<file path="src/rtl/c3lib_rst_seq_pkg.sv">
`default_nettype none
// ============================================================================
// Module      : c3lib_rst_seq_pkg
// Description : Shared types and helpers for the reset sequencer
//               (c3lib_rst_seq_ctrl). Holds the sequencer state encoding,
//               the err_stage width helper and the default ack timeout.
//               Optional feature macro used by the sequencer:
//               C3LIB_RST_SEQ_ACK_MON_EN
// Revision    : 1.0 - initial release
// ============================================================================
package c3lib_rst_seq_pkg;

    // Sequencer states, fixed encoding so status taps stay stable across builds
    typedef enum logic [2:0] {
        ST_IDLE     = 3'd0,
        ST_RELEASE  = 3'd1,
        ST_WAIT_ACK = 3'd2,
        ST_SETTLE   = 3'd3,
        ST_DONE     = 3'd4,
        ST_ERR      = 3'd5
    } seq_state_e;

    // Default number of WAIT_ACK cycles tolerated before flagging an error
    localparam int c_default_timeout = 64;

    // Width of a domain index; never narrower than one bit
    function automatic int err_w(input int num_stages);
        return (num_stages > 1) ? $clog2(num_stages) : 1;
    endfunction

endpackage : c3lib_rst_seq_pkg
`default_nettype wire

</file>
<file path="src/rtl/c3lib_rst_seq_ack_sync.sv">
`default_nettype none
// ============================================================================
// Module      : c3lib_rst_seq_ack_sync
// Description : Multi-bit flop-chain synchronizer for the per-domain
//               asynchronous acks. Each bit is an independent level, so a
//               plain SYNC_STAGES-deep chain per bit is sufficient. All flops
//               clear to 0 on the synchronous reset.
// Revision    : 1.0 - initial release
// ============================================================================
module c3lib_rst_seq_ack_sync #(
    parameter int NUM_STAGES  = 4,
    parameter int SYNC_STAGES = 3
) (
    input  logic                  clk,
    input  logic                  rst,
    input  logic [NUM_STAGES-1:0] i_ack_async,
    output logic [NUM_STAGES-1:0] o_ack_sync
);

    // Chain element 0 is the capture flop, element SYNC_STAGES-1 the output
    logic [SYNC_STAGES-1:0][NUM_STAGES-1:0] r_sync;

    // Shift the raw acks through the chain; the whole chain clears on reset
    always_ff @(posedge clk) begin
        if (rst) begin
            r_sync <= '0;
        end else begin
            r_sync <= {r_sync[SYNC_STAGES-2:0], i_ack_async};
        end
    end

    assign o_ack_sync = r_sync[SYNC_STAGES-1];

endmodule : c3lib_rst_seq_ack_sync
`default_nettype wire

</file>
<file path="src/rtl/c3lib_rst_seq_ctrl.sv">
`default_nettype none
// ============================================================================
// Module      : c3lib_rst_seq_ctrl
// Description : Releases NUM_STAGES active-low domain resets one at a time.
//               After each release the domain's synchronized ack is awaited
//               (bounded by TIMEOUT), then cfg_settle extra cycles elapse
//               before the next domain is released. seq_abort or rst puts
//               every domain back into reset.
//               Optional feature macro: C3LIB_RST_SEQ_ACK_MON_EN - when
//               defined, acks of already accepted domains are monitored in
//               SETTLE and DONE and a drop is reported as an error.
// Revision    : 1.0 - initial release
// ============================================================================
module c3lib_rst_seq_ctrl
    import c3lib_rst_seq_pkg::*;
#(
    parameter int NUM_STAGES  = 4,
    parameter int SYNC_STAGES = 3,
    parameter int CNT_W       = 8,
    parameter int TIMEOUT     = c_default_timeout
) (
    input  logic                              clk,
    input  logic                              rst,
    input  logic                              seq_start,
    input  logic                              seq_abort,
    input  logic [CNT_W-1:0]                  cfg_settle,
    input  logic [NUM_STAGES-1:0]             stage_ack,
    output logic [NUM_STAGES-1:0]             stage_rst_n,
    output logic                              seq_done,
    output logic                              seq_err,
    output logic [err_w(NUM_STAGES)-1:0]      err_stage
);

    localparam int IDX_W = err_w(NUM_STAGES);

    localparam logic [CNT_W-1:0] c_cnt_max      = '1;
    localparam logic [CNT_W-1:0] c_timeout_last = CNT_W'(TIMEOUT - 1);
    localparam logic [IDX_W-1:0] c_last_idx     = IDX_W'(NUM_STAGES - 1);

    // ------------------------------------------------------------------
    // Registered state
    // ------------------------------------------------------------------
    seq_state_e            r_state;
    logic [IDX_W-1:0]      r_idx;
    logic [CNT_W-1:0]      r_cnt;
    logic [NUM_STAGES-1:0] r_stage_rst_n;
    logic                  r_seq_done;
    logic                  r_seq_err;
    logic [IDX_W-1:0]      r_err_stage;

    // ------------------------------------------------------------------
    // Next-state values
    // ------------------------------------------------------------------
    seq_state_e            w_state_nxt;
    logic [IDX_W-1:0]      w_idx_nxt;
    logic [CNT_W-1:0]      w_cnt_nxt;
    logic [NUM_STAGES-1:0] w_stage_rst_n_nxt;
    logic                  w_seq_done_nxt;
    logic                  w_seq_err_nxt;
    logic [IDX_W-1:0]      w_err_stage_nxt;

    // ------------------------------------------------------------------
    // Helpers
    // ------------------------------------------------------------------
    logic [NUM_STAGES-1:0] w_ack_s;
    logic [NUM_STAGES-1:0] w_idx_onehot;
    logic [CNT_W-1:0]      w_cnt_inc;
    logic                  w_ack_cur;

    c3lib_rst_seq_ack_sync #(
        .NUM_STAGES  (NUM_STAGES),
        .SYNC_STAGES (SYNC_STAGES)
    ) u_ack_sync (
        .clk         (clk),
        .rst         (rst),
        .i_ack_async (stage_ack),
        .o_ack_sync  (w_ack_s)
    );

    assign w_idx_onehot = NUM_STAGES'(1) << r_idx;
    assign w_ack_cur    = |(w_ack_s & w_idx_onehot);
    // The counter sticks at all-ones instead of wrapping back to zero
    assign w_cnt_inc    = (r_cnt == c_cnt_max) ? r_cnt : r_cnt + CNT_W'(1);

`ifdef C3LIB_RST_SEQ_ACK_MON_EN
    // ------------------------------------------------------------------
    // Lost-ack monitor: domains below idx (SETTLE) or all domains (DONE)
    // must keep their ack high once it has been accepted.
    // ------------------------------------------------------------------
    logic [NUM_STAGES-1:0] w_mon_mask;
    logic [NUM_STAGES-1:0] w_ack_lost;
    logic                  w_lost_any;
    logic [IDX_W-1:0]      w_lost_idx;

    // Select which synchronized acks are being watched and pick the lowest loss
    always_comb begin
        w_mon_mask = '0;
        w_lost_idx = '0;
        if (r_state == ST_SETTLE) begin
            w_mon_mask = w_idx_onehot - NUM_STAGES'(1);
        end else if (r_state == ST_DONE) begin
            w_mon_mask = '1;
        end
        w_ack_lost = w_mon_mask & ~w_ack_s;
        w_lost_any = |w_ack_lost;
        for (int j = NUM_STAGES - 1; j >= 0; j--) begin
            if (w_ack_lost[j]) begin
                w_lost_idx = IDX_W'(j);
            end
        end
    end
`endif

    // ------------------------------------------------------------------
    // Register every piece of sequencer state; rst returns to IDLE
    // ------------------------------------------------------------------
    always_ff @(posedge clk) begin
        if (rst) begin
            r_state       <= ST_IDLE;
            r_idx         <= '0;
            r_cnt         <= '0;
            r_stage_rst_n <= '0;
            r_seq_done    <= 1'b0;
            r_seq_err     <= 1'b0;
            r_err_stage   <= '0;
        end else begin
            r_state       <= w_state_nxt;
            r_idx         <= w_idx_nxt;
            r_cnt         <= w_cnt_nxt;
            r_stage_rst_n <= w_stage_rst_n_nxt;
            r_seq_done    <= w_seq_done_nxt;
            r_seq_err     <= w_seq_err_nxt;
            r_err_stage   <= w_err_stage_nxt;
        end
    end

    // ------------------------------------------------------------------
    // Next-state and output decode; abort overrides every state
    // ------------------------------------------------------------------
    always_comb begin
        w_state_nxt       = r_state;
        w_idx_nxt         = r_idx;
        w_cnt_nxt         = r_cnt;
        w_stage_rst_n_nxt = r_stage_rst_n;
        w_seq_done_nxt    = r_seq_done;
        w_seq_err_nxt     = r_seq_err;
        w_err_stage_nxt   = r_err_stage;

        if (seq_abort) begin
            w_state_nxt       = ST_IDLE;
            w_idx_nxt         = '0;
            w_cnt_nxt         = '0;
            w_stage_rst_n_nxt = '0;
            w_seq_done_nxt    = 1'b0;
            w_seq_err_nxt     = 1'b0;
            w_err_stage_nxt   = '0;
        end else begin
            case (r_state)
                ST_IDLE: begin
                    if (seq_start) begin
                        w_state_nxt = ST_RELEASE;
                        w_idx_nxt   = '0;
                        w_cnt_nxt   = '0;
                    end
                end

                ST_RELEASE: begin
                    // Earlier domains stay released; only bit idx is added
                    w_stage_rst_n_nxt = r_stage_rst_n | w_idx_onehot;
                    w_cnt_nxt         = '0;
                    w_state_nxt       = ST_WAIT_ACK;
                end

                ST_WAIT_ACK: begin
                    // An ack seen on the final timeout cycle still wins
                    if (w_ack_cur) begin
                        w_state_nxt = ST_SETTLE;
                        w_cnt_nxt   = '0;
                    end else if (r_cnt >= c_timeout_last) begin
                        w_state_nxt       = ST_ERR;
                        w_seq_err_nxt     = 1'b1;
                        w_err_stage_nxt   = r_idx;
                        w_stage_rst_n_nxt = '0;
                    end else begin
                        w_cnt_nxt = w_cnt_inc;
                    end
                end

                ST_SETTLE: begin
`ifdef C3LIB_RST_SEQ_ACK_MON_EN
                    if (w_lost_any) begin
                        w_state_nxt       = ST_ERR;
                        w_seq_err_nxt     = 1'b1;
                        w_err_stage_nxt   = w_lost_idx;
                        w_stage_rst_n_nxt = '0;
                    end else
`endif
                    if (r_cnt >= cfg_settle) begin
                        if (r_idx == c_last_idx) begin
                            w_state_nxt    = ST_DONE;
                            w_seq_done_nxt = 1'b1;
                        end else begin
                            w_idx_nxt   = r_idx + IDX_W'(1);
                            w_cnt_nxt   = '0;
                            w_state_nxt = ST_RELEASE;
                        end
                    end else begin
                        w_cnt_nxt = w_cnt_inc;
                    end
                end

                ST_DONE: begin
`ifdef C3LIB_RST_SEQ_ACK_MON_EN
                    if (w_lost_any) begin
                        w_state_nxt       = ST_ERR;
                        w_seq_err_nxt     = 1'b1;
                        w_seq_done_nxt    = 1'b0;
                        w_err_stage_nxt   = w_lost_idx;
                        w_stage_rst_n_nxt = '0;
                    end
`endif
                end

                ST_ERR: begin
                    // Parked until abort or reset
                end

                default: begin
                    w_state_nxt       = ST_IDLE;
                    w_idx_nxt         = '0;
                    w_cnt_nxt         = '0;
                    w_stage_rst_n_nxt = '0;
                    w_seq_done_nxt    = 1'b0;
                    w_seq_err_nxt     = 1'b0;
                    w_err_stage_nxt   = '0;
                end
            endcase
        end
    end

    assign stage_rst_n = r_stage_rst_n;
    assign seq_done    = r_seq_done;
    assign seq_err     = r_seq_err;
    assign err_stage   = r_err_stage;

endmodule : c3lib_rst_seq_ctrl
`default_nettype wire

</file>
<file path="config.mk">
export PLATFORM = sky130hd
export DESIGN_NAME = c3lib_rst_seq_ctrl
export DESIGN_NICKNAME = d
export VERILOG_FILES = /design/src/rtl/c3lib_rst_seq_pkg.sv /design/src/rtl/c3lib_rst_seq_ack_sync.sv /design/src/rtl/c3lib_rst_seq_ctrl.sv
export SDC_FILE = /design/constraint.sdc
export NUM_CORES = 1
export LEC_CHECK = 0
export CORE_MARGIN = 3
export CORE_UTILIZATION = 40
export CTS_CLUSTER_DIAMETER = 40
export CTS_CLUSTER_SIZE = 8
export DETAILED_ROUTE_END_ITERATION = 8
export RECOVER_POWER = 100
export SLEW_MARGIN = 20
export SYNTH_ARGS = -nofsm -noshare
export SYNTH_HDL_FRONTEND = slang
export SYNTH_SLANG_ARGS = --single-unit
</file>
<file path="constraint.sdc">
create_clock -name clk -period 5.4 [get_ports clk]
set_clock_uncertainty 0.05 [all_clocks]
set_input_delay 1.08 -clock clk [delete_from_list [all_inputs] [get_ports clk]]
set_output_delay 1.08 -clock clk [all_outputs]
set_load 0.02 [all_outputs]
</file>
==> notes.md, run 1 <==
Implementation results are summarized by area below.

Final timing
The headroom to the max-slew limit is 38.1%. The worst path in the final design needs a cycle of 3.67 ns, including I/O delays and setup. The final-layout setup total negative slack is 0 ns. The final timing report lists a max-slew violation count of 0.

The achievable frequency is 272 MHz. For this run, the final setup violation count is recorded as 0. The pin slew with the least headroom to its limit is slightly above 0.9 ns.

OpenROAD reports that the post-layout worst path occupies between 60% and 70% of the period. Across all hold checks on the routed design, the worst slack comes to between 0.3 and 0.4 ns.

Clocking
In this run, post-CTS hold repair placed 0 buffers. The clock root buffer master is sky130_fd_sc_hd__clkbuf_8. The number of sinks driven by the clock tree is 33. Post-CTS repair changed the size of 0 cells. Post-CTS timing repair inserted 0 buffers for setup.

After clock tree synthesis, the clock-pin slew on the worst setup and hold paths is approximately 0.070 ns. The clock H-tree reported by CTS has 2 levels. The CTS tree is done.

Power
In this run, power in flip-flops and latches comes to approximately 250 uW. The fraction of power consumed by sequential logic is 47.7%. In this run the static leakage power is about 0.00085 uW. Power attributed to combinational cells is ~44 uW. Per report_power, the combinational group accounts for 8.4% of the total. The power per cell area is ~260 nW/um^2. The switching portion of total power comes to approximately 23%. In this run the power spent charging and discharging nets is roughly 120 uW. The completed layout was analyzed and its total power is ~530 uW. The dominant power group in this design is registers.

Setup path
In this run the worst path has a maximum fanout of 8. The critical path endpoint has a required time of 5.51 ns. The worst-case reg-to-reg path depth is 6.

The endpoint identified for the worst register-to-register timing path is r_cnt[4]. For the worst reg-to-reg path, the startpoint reported by OpenROAD is r_cnt[7]. The worst setup path is launched from an input pin.

On the critical path the data arrives at 3.78 ns. Looking at the setup timing report, the critical path kind is in -> reg.

Synth
The chip area in the Yosys report is approximately 1700 sq um. In the Yosys report, the sequential cells make up between 30% and 40% of the chip area. The portion of synthesized cell area occupied by the leading cell type is between 30% and 40%. The total cells reported by yosys after synthesis is about 180. The synthesized netlist occupies a cell area of ~1700 sq um. For reference, the top cells by count after synthesis are 33 x sky130_fd_sc_hd__dfxtp_1, 15 x sky130_fd_sc_hd__nor2b_1, 13 x sky130_fd_sc_hd__ha_1, 13 x sky130_fd_sc_hd__inv_1, 12 x sky130_fd_sc_hd__a21oi_1.

Ranked by total cell area, the synthesized netlist is headed by sky130_fd_sc_hd__dfxtp_1 39%, sky130_fd_sc_hd__ha_1 9.6%, sky130_fd_sc_hd__nor2b_1 5.6%, sky130_fd_sc_hd__a21oi_1 3.6%, sky130_fd_sc_hd__inv_1 2.9%. The number of distinct library cells after synthesis is around 45. The post-synth tally of flip-flops with integrated enable is 0.

In this run the mean area of a mapped cell was just over 9 sq um. The synthesized design spends more area on one cell type than any other, namely sky130_fd_sc_hd__dfxtp_1. The net count after synthesis is about 210. The most instantiated flip-flop cell in the synthesis netlist is sky130_fd_sc_hd__dfxtp_1.

Drt
The number of nets with antenna violations after detailed routing is 0. The number of design rule violations left after detail routing is 0. In the final routed layout, each cell accounts on average for 13.8 microns. For this block, the routed nets add up to about 3600 microns of wire.

According to the report, the first pass of detailed routing completed in 4 iterations.

Outcome
The flow ran to the end, and the final reports show no timing, DRC or antenna violations.

Place
The final HPWL from detailed placement is approximately 2800 microns. Port buffering added 23 buffers.

Die
The x dimension of the die is roughly 71 microns. The core utilization before placement is a little over two fifths. The die covers 5040 sq um.

Hold path
The class of the worst hold path is reg -> reg. Looking at hold timing, the worst path starts from u_ack_sync.r_sync[0]. The number of cells on the worst hold path is listed as 1.

Global route
The initial antenna violation count is 0. Entering global routing, the biggest net connects 15 pins. The number of global-route vias before repair is between 1,000 and 1,500.

The first global-routing pass estimated just over 6000 microns of wire.

Finish
In the final layout, the share of cells above drive strength 1 is roughly 10%. The number of inserted diodes is 0. The count of cells in the finished layout, fillers not included, comes to about 260.
## run 1: cells in the final DEF, fill, tap and decap left out, types with 3 or more instances in the layout
master	netlist	layout
sky130_fd_sc_hd__a21o_1	3	3
sky130_fd_sc_hd__a21oi_1	12	12
sky130_fd_sc_hd__a22o_1	5	5
sky130_fd_sc_hd__a22oi_1	3	3
sky130_fd_sc_hd__and3_1	4	4
sky130_fd_sc_hd__clkbuf_8	0	5
sky130_fd_sc_hd__clkdlybuf4s50_1	0	13
sky130_fd_sc_hd__dfxtp_1	33	33
sky130_fd_sc_hd__dlygate4sd3_1	0	10
sky130_fd_sc_hd__ha_1	13	13
sky130_fd_sc_hd__inv_1	13	13
sky130_fd_sc_hd__nand2_1	11	11
sky130_fd_sc_hd__nand3_1	7	7
sky130_fd_sc_hd__nand4_1	3	3
sky130_fd_sc_hd__nor2_1	9	9
sky130_fd_sc_hd__nor2b_1	15	15
sky130_fd_sc_hd__o21ai_0	5	7
sky130_fd_sc_hd__o21ai_1	5	3
sky130_fd_sc_hd__o31ai_1	4	4
sky130_fd_sc_hd__or2_2	3	3
## run 1: cells by family after synthesis
kind of cell | count (synthesis) | synth area share (%)
adder cells (fa/ha/maj) | 13 | 9.63
flip-flops | 33 | 39.1
multiplexers | 1 | 0.593
buffers and inverters | 16 | 4.00
AND/OR/NAND/NOR | 66 | 22.3
AND-OR/OR-AND | 54 | 24.4
## run 1: worst max path at each step
stage	start	to	slack, ns	cells past startpoint
global route	cfg_settle[7]	r_cnt[4]	1.55	8
global placement	cfg_settle[7]	r_cnt[3]	1.80	8
CTS	cfg_settle[7]	r_cnt[3]	1.99	8
finish	cfg_settle[7]	r_cnt[4]	1.73	8
detailed placement	cfg_settle[7]	r_cnt[3]	1.70	8
floorplan	cfg_settle[7]	r_cnt[3]	2.32	7
## run 1: layer usage
layer | wire length [microns] | global-route usage [%] | vias up
met2 | 1780 | 25.6 | 40
met1 | 1600 | 18.6 | 658
li1 | - | - | 725
met4 | 54 | 5.22 | 0
met5 | 0 | 0 | -
met3 | 155 | 3.84 | 7
## run 1: stage by stage
stage	cell area, sq um	setup WS, ns
after CTS	2080	1.99
after global routing	2060	1.55
after floorplan	1690	2.32
after detailed placement	1960	1.70
final	2060	1.73
after global placement	1960	1.80
## run 1: area by class of cell
class,count,area (sq um)
repair buffers,23,230
multi-input cells,134,947
inverters,13,48.8
clock inverters,3,46.3
fillers,348,1790
well taps,48,60.1
clock buffers,5,68.8
flip-flops and latches,33,661
## run 1: registers in the layout, indices dropped and copies added, names as in the netlist
name	cells
err_stage	2
r_cnt	8
r_idx	2
r_state	3
seq_done	1
seq_err	1
stage_rst_n	4
u_ack_sync.o_ack_sync	4
u_ack_sync.r_sync	8
## run 1: critical path: stages
cell                            delay, ns
sky130_fd_sc_hd__dlygate4sd3_1       0.53
sky130_fd_sc_hd__inv_1               0.04
sky130_fd_sc_hd__ha_1                0.31
sky130_fd_sc_hd__and3_1              0.21
sky130_fd_sc_hd__a221o_1             0.42
sky130_fd_sc_hd__a211oi_1            0.77
sky130_fd_sc_hd__and4_2              0.37
sky130_fd_sc_hd__nor3_1              0.05
Run 1, supply network:
Scale bar: 20 microns. Pins as bars on the die edge.
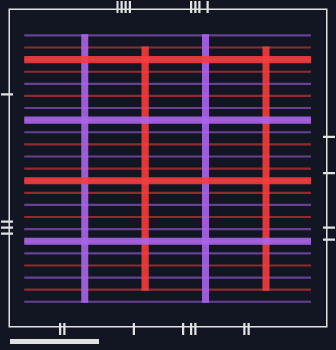
legend:
  red:
    net: VDD
  purple:
    net: VSS
rows: 22
met5 straps: 4
met4 straps: 4
signal pins: 24
largest vdd supply drop: 0.244 mV
Die Height: 71.0 microns

Run 1, placed cells, one colour a class:
Fill, decap, tap and diode cells in grey.
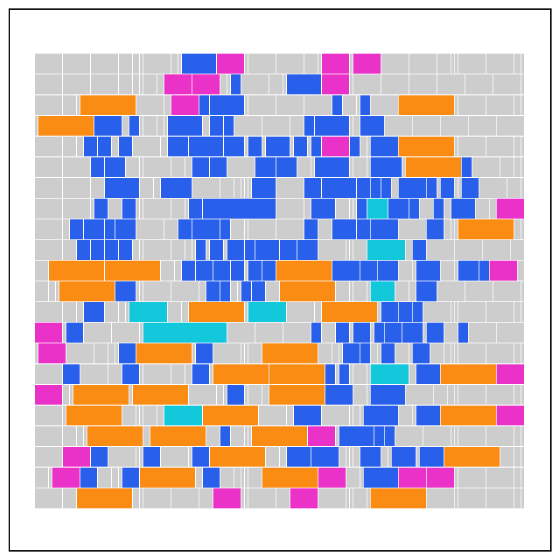
legend:
  magenta:
    class: other buffers and delay cells
    cells: 23
    share_of_their_area: 11%
  orange:
    class: flip-flops
    cells: 33
    share_of_their_area: 33%
  cyan:
    class: clock drivers and dummy loads
    cells: 8
    share_of_their_area: 5.7%
  blue:
    class: all other logic
    cells: 147
    share_of_their_area: 50%
final standard cell utilization of the core: 53.5%
Seq area share: 32.0%
area of all placed cells without fillers: 2060 sq um
Core Rows: 22
placeable core region: 3850 sq um

Run 1, clock distribution:
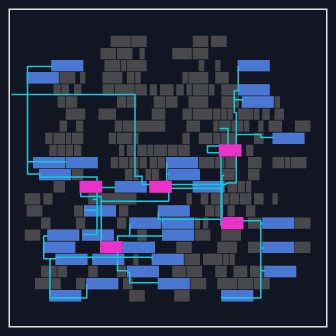
legend:
  cyan:
    item: clock wires
    length: 423 microns
  magenta:
    item: cells driving clock nets
    count: 5
  blue:
    item: flip-flops
    count: 33
routed clock nets: 6
power of the clock network: 233 uW
clock latency at the later pin of the worst-skew pair: 0.28 ns
power share of the clock group: 43.9%

Run 1, routed metal, one colour a layer:
Scale bar: 20 microns. Only two layers are drawn.
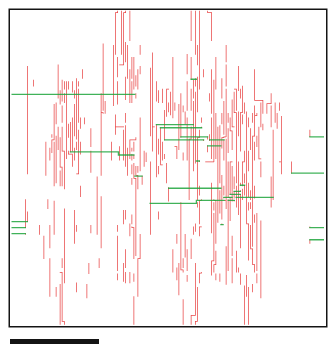
legend:
  red:
    layer: met2
    wire_length: 1,780 microns
  green:
    layer: met3
    wire_length: 155 microns
routed via count: 1,430
overall fraction of global-route tracks in use: 15.1%

Run 1, clock nets:
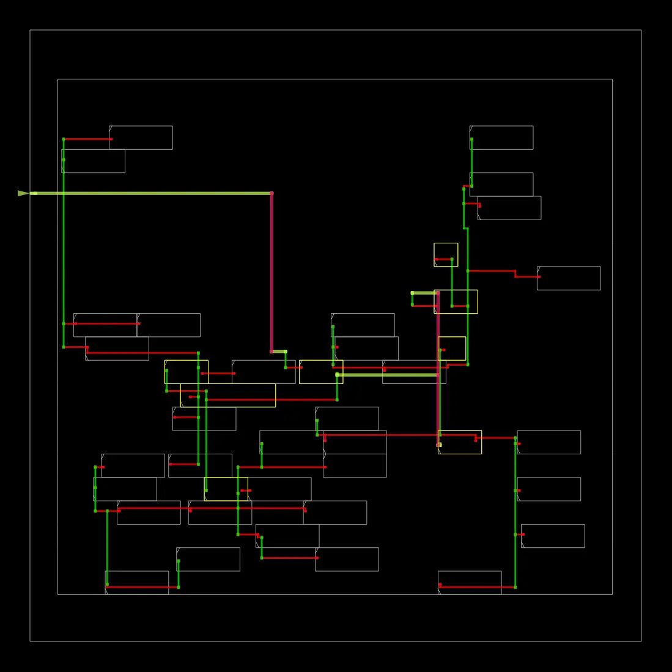

==> run 2, diff against run 1 <==
==> constraint.sdc (replaced) <==
create_clock -name clk -period 2.9 [get_ports clk]
set_clock_uncertainty 0.05 [all_clocks]
set_input_delay 0.58 -clock clk [delete_from_list [all_inputs] [get_ports clk]]
set_output_delay 0.58 -clock clk [all_outputs]
set_load 0.02 [all_outputs]
Run 2, clock nets:
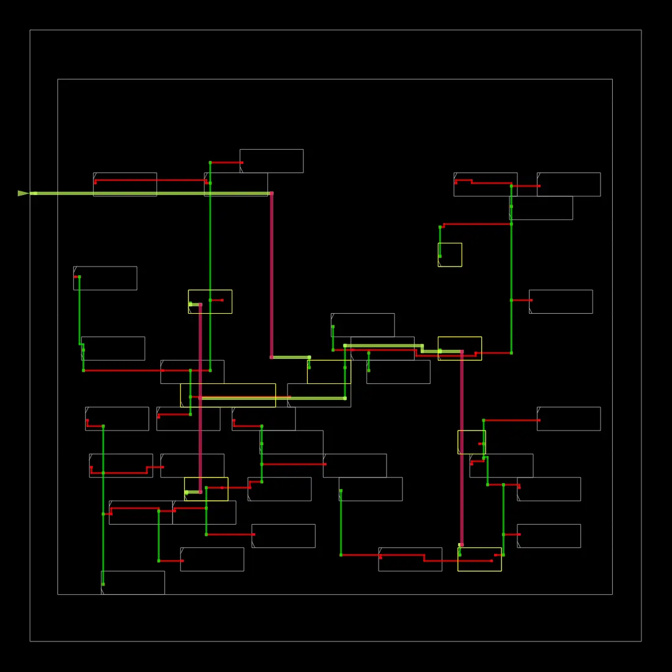
clock latency at the later pin of the worst-skew pair: 0.29 ns
clock buf count: 5
total CTS buffers: 5
count of sequential standard cells: 33

==> run 2 against run 1 <==
Die area stayed put. First-iteration DRC count is 22% lower. Combinational power increased by 120%. Core utilization increased by 3.1 points. Sequential share of layout area decreased by 1.7 points. Area after synthesis is the same. Via count grew 3.3%. Synthesized cell count is the same. Critical path depth unchanged. Largest power group unchanged.
==> notes.md, run 2 <==
Implementation results are summarized by area below.

Synth
The portion of synthesized cell area occupied by the leading cell type is between 30% and 40%. Per the synth stats, the proportion of register bits with asynchronous set or reset is 0%. The number of register bits inferred by synthesis is 33. For this run, the chip area from Yosys synthesis comes to between 1500 and 2000 sq um.

Of all cell types, the one taking the most synthesized area is sky130_fd_sc_hd__dfxtp_1. The most frequently used cell type in the post-synthesis netlist is sky130_fd_sc_hd__dfxtp_1. For reference, the post-synthesis area per instance comes to approximately 9.2 sq um.

The post-synthesis share of cell area spent on and-or and or-and gates is roughly a quarter. The main logic family after synthesis is AND-OR/OR-AND gates. The most instantiated flip-flop cell in the synthesis netlist is sky130_fd_sc_hd__dfxtp_1. In the synthesized netlist, the cells that appear most often are 33 x sky130_fd_sc_hd__dfxtp_1, 15 x sky130_fd_sc_hd__nor2b_1, 13 x sky130_fd_sc_hd__ha_1, 13 x sky130_fd_sc_hd__inv_1, 12 x sky130_fd_sc_hd__a21oi_1. The synthesized netlist devotes between 20% and 30% of its cell area to simple gates.

The gate count after technology mapping is approximately 180. The adder and majority gate portion of the synthesized area is 9.63%. The part of the Yosys area used for sequential elements is approximately 40%.

After synthesis the cells add up to between 1500 and 2000 sq um. After synthesis, the cell types taking the most area are sky130_fd_sc_hd__dfxtp_1 39%, sky130_fd_sc_hd__ha_1 9.6%, sky130_fd_sc_hd__nor2b_1 5.6%, sky130_fd_sc_hd__a21oi_1 3.6%, sky130_fd_sc_hd__inv_1 2.9%. Summing all multiplexer cells gives an area fraction of less than 1%. Counting the warning lines in the Yosys log gives 0.

The synthesized design contains 0 enable-type register cells. The net count after synthesis is ~210. After Yosys synthesis, XOR and XNOR cells account for 0% of the synthesized area. The number of distinct library cells after synthesis is 45. Yosys stat counts roughly 180 cells in the synthesized netlist.

Final timing
The final hold violation count is 0. Dividing the final minimum period by the clock period gives between 90% and 100%. The worst-case max-slew headroom was logged as 65.3%. The final hold slack is roughly 0.39 ns. The critical path in the final layout is reported with a setup slack of roughly 0.075 ns. The routed design could run at a clock period as short as 2.82 ns. The flow reports an fmax of roughly 350 MHz. Setup violations remaining at the end of the flow were counted as 0. The pin slew with the least headroom to its limit is roughly 0.52 ns. Setup repair after global routing left no endpoint under its margin. Per the final report, max-transition violations number 0.

Power
The overall power of the completed layout is 1000 uW. In this run the static leakage power is slightly above 0.0009 uW. The highest ir drop seen on vdd is ~0.34 mV. The power per cell area is 460 nW/um^2.

Clocking
Post-CTS timing repair inserted 0 buffers for setup. TritonCTS built the clock tree. The clock passes through at most 2 buffers. The clock-pin slew on the worst setup and hold paths is about 0.070 ns. The clock root buffer master is sky130_fd_sc_hd__clkbuf_8.

Gates resized during post-CTS repair numbered 0. The clock tree synthesis step divided the H-tree into 2 levels. The count of hold buffers inserted by post-cts repair is 0. The number of sinks driven by the clock tree is 33.

Place
The post-placement cell area is around 2100 sq um. The wire-length estimate of the detail-placed layout is 2840 microns. Timing analysis after detailed placement gives a worst setup slack of -0.211 ns. The quantity of I/O buffers inserted on ports is 23. The cell count after placement is roughly 270. The final weighted congestion recorded by global placement is between 0.7 and 0.8.

Flow run
The tool flagged a number of max-cap violations equal to 0. The logs give a warning total of 29.

Die
The full die area is between 5000 and 6000 sq um. The floorplan report gives the top-level pin count as 24. The vertical extent of the die is between 70 and 80 microns. The total area inside the core boundary comes to just under 4000 sq um. The x dimension of the die is 71.0 microns. The core utilization before placement is between 40% and 50%. The number of placement rows is 22.

Outcome
The run finished with clean final reports.

Finish
The most common logic cell in the final layout is sky130_fd_sc_hd__dfxtp_1. The number of nets in the layout is between 200 and 300. By instance count after routing, the leading logic cell types are 33 x sky130_fd_sc_hd__dfxtp_1, 15 x sky130_fd_sc_hd__nor2b_1, 13 x sky130_fd_sc_hd__inv_1, 13 x sky130_fd_sc_hd__ha_1, 13 x sky130_fd_sc_hd__clkdlybuf4s50_1.

Once layout is complete, the cells apart from fillers number about 280. Cells with a size suffix above 1 make up around 15% of the layout. The number of antenna diodes in the final layout is 0.

The post-route cell area is about 2200 sq um. The growth of design area from synthesis to finish is 29.1%. In the final layout, the registers with the most flip-flops are r_cnt: 8 flops, u_ack_sync.r_sync: 8 flops.

Global route
The initial antenna violation count is 0. The global-route usage over all layers is roughly 15%. The number of global-route vias before repair was roughly 1,400. Recorded from the global router log, the overflow total was 0.

The pin count of the biggest net entering global routing is 14. The global-route wire length before repair is around 6200 microns.

Drt
The total detailed-routing wirelength is ~3600 microns. The overall via count from detail_route is roughly 1,500. The number of nets with antenna violations after detailed routing is 0. The number of detailed-route iterations in the first pass is 4. The number of design rule violations left after detail routing is 0. The average routed wire per standard cell is 13.2 microns. For this run, the detailed router reports a per-instance via density of between 5 and 6.

In this run, the number of DRC markers left after iteration 0 of detailed routing was ~83.

Setup path
According to the timing report, the data required time at the worst endpoint equals ~3 ns. The critical path in this run is classified as in -> reg. The timing report gives the worst reg2reg path a setup slack of approximately 0.42 ns. The worst stage delay on the critical path is around 0.54 ns. In this run the number of cells on the critical path is 8. The family with the most delay on the worst path is AND-OR/OR-AND gates. The worst setup path is captured at a flip-flop. The maximum net fanout on the critical path is 4. The critical path data arrival time is roughly 3.0 ns. The reg-to-reg endpoint is r_cnt[3]. Walking the worst path, the cells encountered are dlygate4sd3_1, inv_1, ha_1, and3_1, a221o_1, a211o_4, or4_1, a21oi_1. The critical register-to-register path startpoint is r_cnt[6]. STA classifies the critical path startpoint as an input pin. The worst-case reg-to-reg path depth is 6. Together, buffers and inverters on the worst path number 2. The largest individual stage delay along the critical path comes from the cell sky130_fd_sc_hd__dlygate4sd3_1.

Hold path
The startpoint of the most critical hold path is u_ack_sync.r_sync[5]. The number of cells on the worst hold path is listed as 1. According to the hold report, the worst path is of the reg -> reg type. For hold timing, the worst endpoint is u_ack_sync.o_ack_sync[1].
==> run 2: cell counts after synthesis <==
Identical to the previous run, type by type.
==> run 2: worst register-to-register path, delay by kind of cell, from the launching register on <==
kind                     cells  cell delay [ns]
AND-OR/OR-AND                3             0.85
adder cells (fa/ha/maj)      1             0.32
flip-flops                   1             0.52
AND/OR/NAND/NOR              2             0.66
==> run 2: power breakdown <==
part           switching, uW  internal (uW)
combinational           44.2           53.1
sequential              7.08            463
clock                    180            257
total                    231            773
==> run 2: metal layers <==
layer | global-route usage (%) | wire length, microns | up-vias
met5 | 0 | 0 | -
met1 | 19.6 | 1700 | 684
li1 | - | - | 759
met2 | 24.7 | 1740 | 27
met3 | 4.12 | 126 | 7
met4 | 6.05 | 63 | 0
==> run 2: cell type report <==
| type | count | area, sq um |
|---|---|---|
| repair buffers | 39 | 335 |
| clock buffers | 5 | 68.8 |
| inverters | 13 | 48.8 |
| flip-flops and latches | 33 | 661 |
| multi-input cells | 134 | 961 |
| fillers | 366 | 1670 |
| well taps | 48 | 60.1 |
| clock inverters | 3 | 46.3 |
==> run 2: kinds of logic after synthesis <==
group	Yosys count
AND/OR/NAND/NOR	66
AND-OR/OR-AND	54
flip-flops	33
buffers and inverters	16
adder cells (fa/ha/maj)	13
multiplexers	1
==> run 2: worst max path at each step <==
stage	to	from	slack (ns)
global placement	r_cnt[3]	cfg_settle[7]	-0.09
detailed placement	r_cnt[3]	cfg_settle[1]	-0.21
CTS	r_cnt[3]	cfg_settle[1]	0.11
finish	r_cnt[3]	cfg_settle[6]	0.08
floorplan	r_cnt[3]	cfg_settle[7]	0.32
global route	r_state[0]	cfg_settle[6]	0.03
==> run 2: metrics by stage <==
step	utilization, %	setup TNS, ns
floorplan	-	0
global placement	54.0	-0.253
detailed placement	54.0	-0.880
CTS	57.0	0
global route	56.6	0
finish	56.6	0
Run 2, clock distribution:
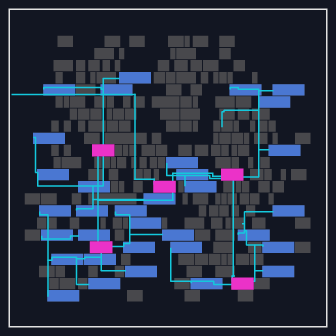

==> run 3, diff against run 2 <==
--- a/config.mk
+++ b/config.mk
@@ -7,10 +7,9 @@
 export LEC_CHECK = 0
 export CORE_MARGIN = 3
 export CORE_UTILIZATION = 40
-export CTS_CLUSTER_DIAMETER = 40
+export CTS_CLUSTER_DIAMETER = 60
 export CTS_CLUSTER_SIZE = 8
 export DETAILED_ROUTE_END_ITERATION = 8
-export RECOVER_POWER = 100
 export SLEW_MARGIN = 20
 export SYNTH_ARGS = -nofsm -noshare
 export SYNTH_HDL_FRONTEND = slang
Run 3, clock distribution:
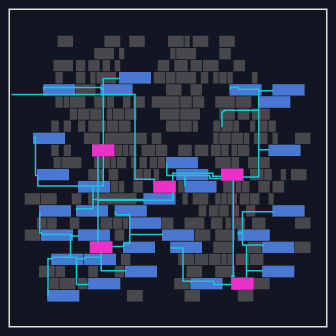
legend:
  cyan:
    item: clock wires
    length: 444 microns
  magenta:
    item: cells driving clock nets
    count: 5
  blue:
    item: flip-flops
    count: 33
routed clock nets: 6
power share of the clock group: 43.5%
power of the clock network: 437 uW

==> run 3 against run 2 <==
Non-clock buffer count unchanged. Register-to-register slack about the same. Critical path type unchanged. Setup slack improved by 0.064 ns. Largest power group unchanged. Power increased by 0.22%. Die area unchanged. First-iteration DRC count increased by 24%. Design area increased by 0.69%. Clock power about the same. Sequential power about the same. Combinational power increased by 2%. Synthesized cell count unchanged. Hold slack about the same.
==> notes.md, run 3 <==
Implementation results are summarized by area below.

Finish
The growth of design area from synthesis to finish is 30.0%. The largest registers in the layout are r_cnt: 8 flops, u_ack_sync.r_sync: 8 flops. The layout stage reports a final design area of 2200 sq um. The number of nets in the layout is ~260. The most common library cell in the layout ignoring fill and taps is sky130_fd_sc_hd__dfxtp_1. The fraction of layout cells with a size suffix above 1 is between 10% and 20%.

The number of inserted diodes is 0. Leaving out fill and tap cells, the most frequent cells in the layout are 33 x sky130_fd_sc_hd__dfxtp_1, 23 x sky130_fd_sc_hd__clkdlybuf4s50_1, 16 x sky130_fd_sc_hd__buf_4.

Place
The instance area at placement is 2080 sq um. The placement summary gives the final routability congestion estimate as about 0.8. Input and output buffers added on the ports amount to 23. The worst-case setup slack after placement is -0.211 ns. The final HPWL from detailed placement is between 2000 and 3000 microns.

Final timing
The final-layout setup total negative slack is 0 ns. The headroom to the max-slew limit is between 60% and 70%. The highest clock rate this design can be run at is roughly 360 MHz. Setup repair after global routing left no endpoint under its margin. Counting pins that exceed their max-slew limit in the final report gives 0.

After layout, the minimum clock period comes to between 2 and 3 ns. The final hold slack is around 0.39 ns. The share of the clock period used by the worst path after layout is 95.2%. For this run, the final setup violation count is recorded as 0. At the pin with the least slew margin, the transition time is around 0.52 ns. Across all setup checks in the final design, the least slack found is roughly 0.14 ns. The final hold violation count is 0.

Clocking
The clock buffer count from CTS is 5. As reported, the later end of the worst-skew pair has a clock insertion delay of roughly 0.29 ns. In this run the deepest clock path goes through 2 buffers.

The number of H-tree levels is 2. Post-CTS repair changed the size of 0 cells. The count of hold buffers inserted by post-cts repair is 0.

The number of sinks driven by the clock tree is 33. The CTS tree is done. The clock-pin slew on the worst setup and hold paths is ~0.07 ns.

Synth
The mean cell area of the mapped netlist is just over 9 sq um. The total cells reported by yosys after synthesis is approximately 180. The number of distinct library cells after synthesis is roughly 45. The library cell occupying the most area in the post-synthesis netlist is sky130_fd_sc_hd__dfxtp_1. The yosys synthesis warning count is 0. The number of register bits inferred by synthesis is 33. The main area contributors are sky130_fd_sc_hd__dfxtp_1 39%, sky130_fd_sc_hd__ha_1 9.6%, sky130_fd_sc_hd__nor2b_1 5.6%, sky130_fd_sc_hd__a21oi_1 3.6%, sky130_fd_sc_hd__inv_1 2.9%. The chip area in the Yosys report is roughly 1700 sq um. The most frequently used cell type in the post-synthesis netlist is sky130_fd_sc_hd__dfxtp_1. In this run the cell area of the synthesized design comes to 1690 sq um. The post-synth tally of flip-flops with integrated enable is 0. Summed over its instances, the top area cell type makes up between 30% and 40% of the synthesized netlist area. Sorting the synthesized cells by how often they occur yields 33 x sky130_fd_sc_hd__dfxtp_1, 15 x sky130_fd_sc_hd__nor2b_1, 13 x sky130_fd_sc_hd__ha_1, 13 x sky130_fd_sc_hd__inv_1, 12 x sky130_fd_sc_hd__a21oi_1. The fraction of registers with async set/reset is 0%. The net count after synthesis is roughly 210.

The part of the Yosys area used for sequential elements is about two fifths.

Global route
The global-route wire length before repair is a little over 6000 microns. Entering global routing, the biggest net connects 14 pins. The number of global-route vias before repair is about 1,400. For this run, global-route usage on met2 was measured as roughly a quarter. After global routing the overflow that remains totals 0. The initial antenna violation count was 0. The layer with the highest usage is met2.

Global routing used ~4% of the available met3 tracks. Summed over all routing layers, the global router reports a total usage of between 15 and 20%.

Power
Per the summary, power density relative to cell area is approximately 460 nW/um^2. Looking at the power breakdown, sequential logic takes 46.7% of the total. The internal portion of the total power is about 770 uW.

The leakage power in the latest report is between 0.0009 and 0.001 uW. Per the OpenROAD power report, switching power amounts to approximately 230 uW. In this run the VDD rail shows a maximum IR drop of 0.342 mV. The part of the total power dissipated in combinational logic is between 9 and 10%.

Setup path
The worst stage delay on the critical path is approximately 0.50 ns. The script reports the combined buffer and inverter count of the critical path as 3. The worst setup path is launched from an input pin.

The OpenROAD report gives the critical path a required time of ~3.1 ns. Looking at the critical path, the single cell with the biggest stage delay is sky130_fd_sc_hd__or4_1. Per the timing report, the most critical flop-to-flop path finishes at r_cnt[3]. The setup check on the worst reg-to-reg path leaves a slack of approximately 0.42 ns. The critical register-to-register path startpoint is r_cnt[6]. The instance count on the critical path is 10. The worst-case reg-to-reg path depth is 6.

The start-to-end type of the worst setup path is in -> reg. According to the timing report, the critical path is captured at r_cnt[3]. The report lists the cells along the critical path as clkdlybuf4s50_1, inv_1, ha_1, nor2b_1, o31ai_1, buf_4, a21oi_2, a211o_4, or4_1, a21oi_1.

The worst setup path is captured at a flip-flop. The critical path data arrival time is 2.94 ns. The family with the most delay on the worst path is AND-OR/OR-AND gates. The worst setup path startpoint is cfg_settle[1].

Die
The number of placement rows is 22. In this run the count of I/O pins placed on the die edge is 24. The standard cell core area is between 3000 and 4000 sq um. The core utilization before placement is ~44%. The full die area is between 5000 and 6000 sq um. According to the floorplan report, the die height is ~71 microns. From left edge to right edge, the die measures between 70 and 80 microns.

Flow run
The count of maximum capacitance violations is 0. The count of warning messages emitted by the tools is 29.

Drt
The starting DRC count in detailed routing is 103. The number of detailed-route iterations in the first pass is 4. Detailed routing inserted a total of 1,478 vias. Per the detail_route report, routed wire per instance is between 10 and 15 microns. The mean number of vias per cell is approximately 5.4. Nets still carrying antenna violations after routing amount to 0.

Outcome
The run finished with clean final reports.

Hold path
In this run the worst hold path is classified as reg -> reg.
## run 3: cell counts after synthesis
No cell type changed its count.
## run 3: power by group through the flow
stage | combinational, uW | clock, uW | sequential [uW]
6_report | 99.1 | 437 | 470
5_1_grt | 111 | 471 | 471
4_1_cts | 100 | 449 | 470
3_5_place_dp | 99.6 | 0 | 480
3_3_place_gp | 96.9 | 0 | 480
2_1_floorplan | 54.3 | 0 | 477
## run 3: worst register-to-register path: cells and delay by family (launching register included)
family | cells | cell delay, ns
adders and majority gates | 1 | 0.32
DFF | 1 | 0.53
AOI/OAI and AO/OA | 3 | 0.85
and+or+nand+nor | 2 | 0.66
## run 3: area by class of cell
type                       count  area, sq um
tap                           48         60.1
fill                         362         1660
sequential                    33          661
clock buffer                   5         68.8
timing repair buffer          39          350
clock inverter                 3         46.3
inverter                      13         48.8
multi-input combinational    134          961
## run 3: cell families (layout without fill, tap and decap cells)
| logic type | count (synthesis) | in the layout | share of synthesized area [%] |
|---|---|---|---|
| mux | 1 | 1 | 0.593 |
| fa+ha+maj | 13 | 13 | 9.63 |
| simple gates | 66 | 66 | 22.3 |
| buf+inv | 16 | 60 | 4.00 |
| compound gates | 54 | 54 | 24.4 |
| flops | 33 | 33 | 39.1 |
## run 3: how the worst min path moves through the flow
stage                         startpoint                  endpoint  slack, ns  depth (start not counted)
finish              u_ack_sync.r_sync[5]  u_ack_sync.o_ack_sync[1]       0.39                          1
global route        u_ack_sync.r_sync[6]  u_ack_sync.o_ack_sync[2]       0.41                          1
CTS                 u_ack_sync.r_sync[4]  u_ack_sync.o_ack_sync[0]       0.39                          1
detailed placement  u_ack_sync.r_sync[4]  u_ack_sync.o_ack_sync[0]       0.37                          1
global placement    u_ack_sync.r_sync[0]      u_ack_sync.r_sync[4]       0.37                          1
floorplan           u_ack_sync.r_sync[4]  u_ack_sync.o_ack_sync[0]       0.36                          1
## run 3: metal layers
| metal | wire, microns | share of wire, % | vias to the layer above |
|---|---|---|---|
| met4 | 63 | 1.7 | 0 |
| met2 | 1750 | 48 | 30 |
| met1 | 1690 | 47 | 682 |
| li1 | - | - | 759 |
| met5 | 0 | 0 | - |
| met3 | 128 | 3.5 | 7 |
## run 3: per-stage QoR
stage                     power [uW]  util [%]  cells
after floorplan                  531         -    183
after global placement           577      54.0    267
after detailed placement         580      54.0    267
after CTS                       1020      57.0    275
after global routing            1050      57.0    275
final                           1010      57.0    275
Power and IR drop assume default switching activity.
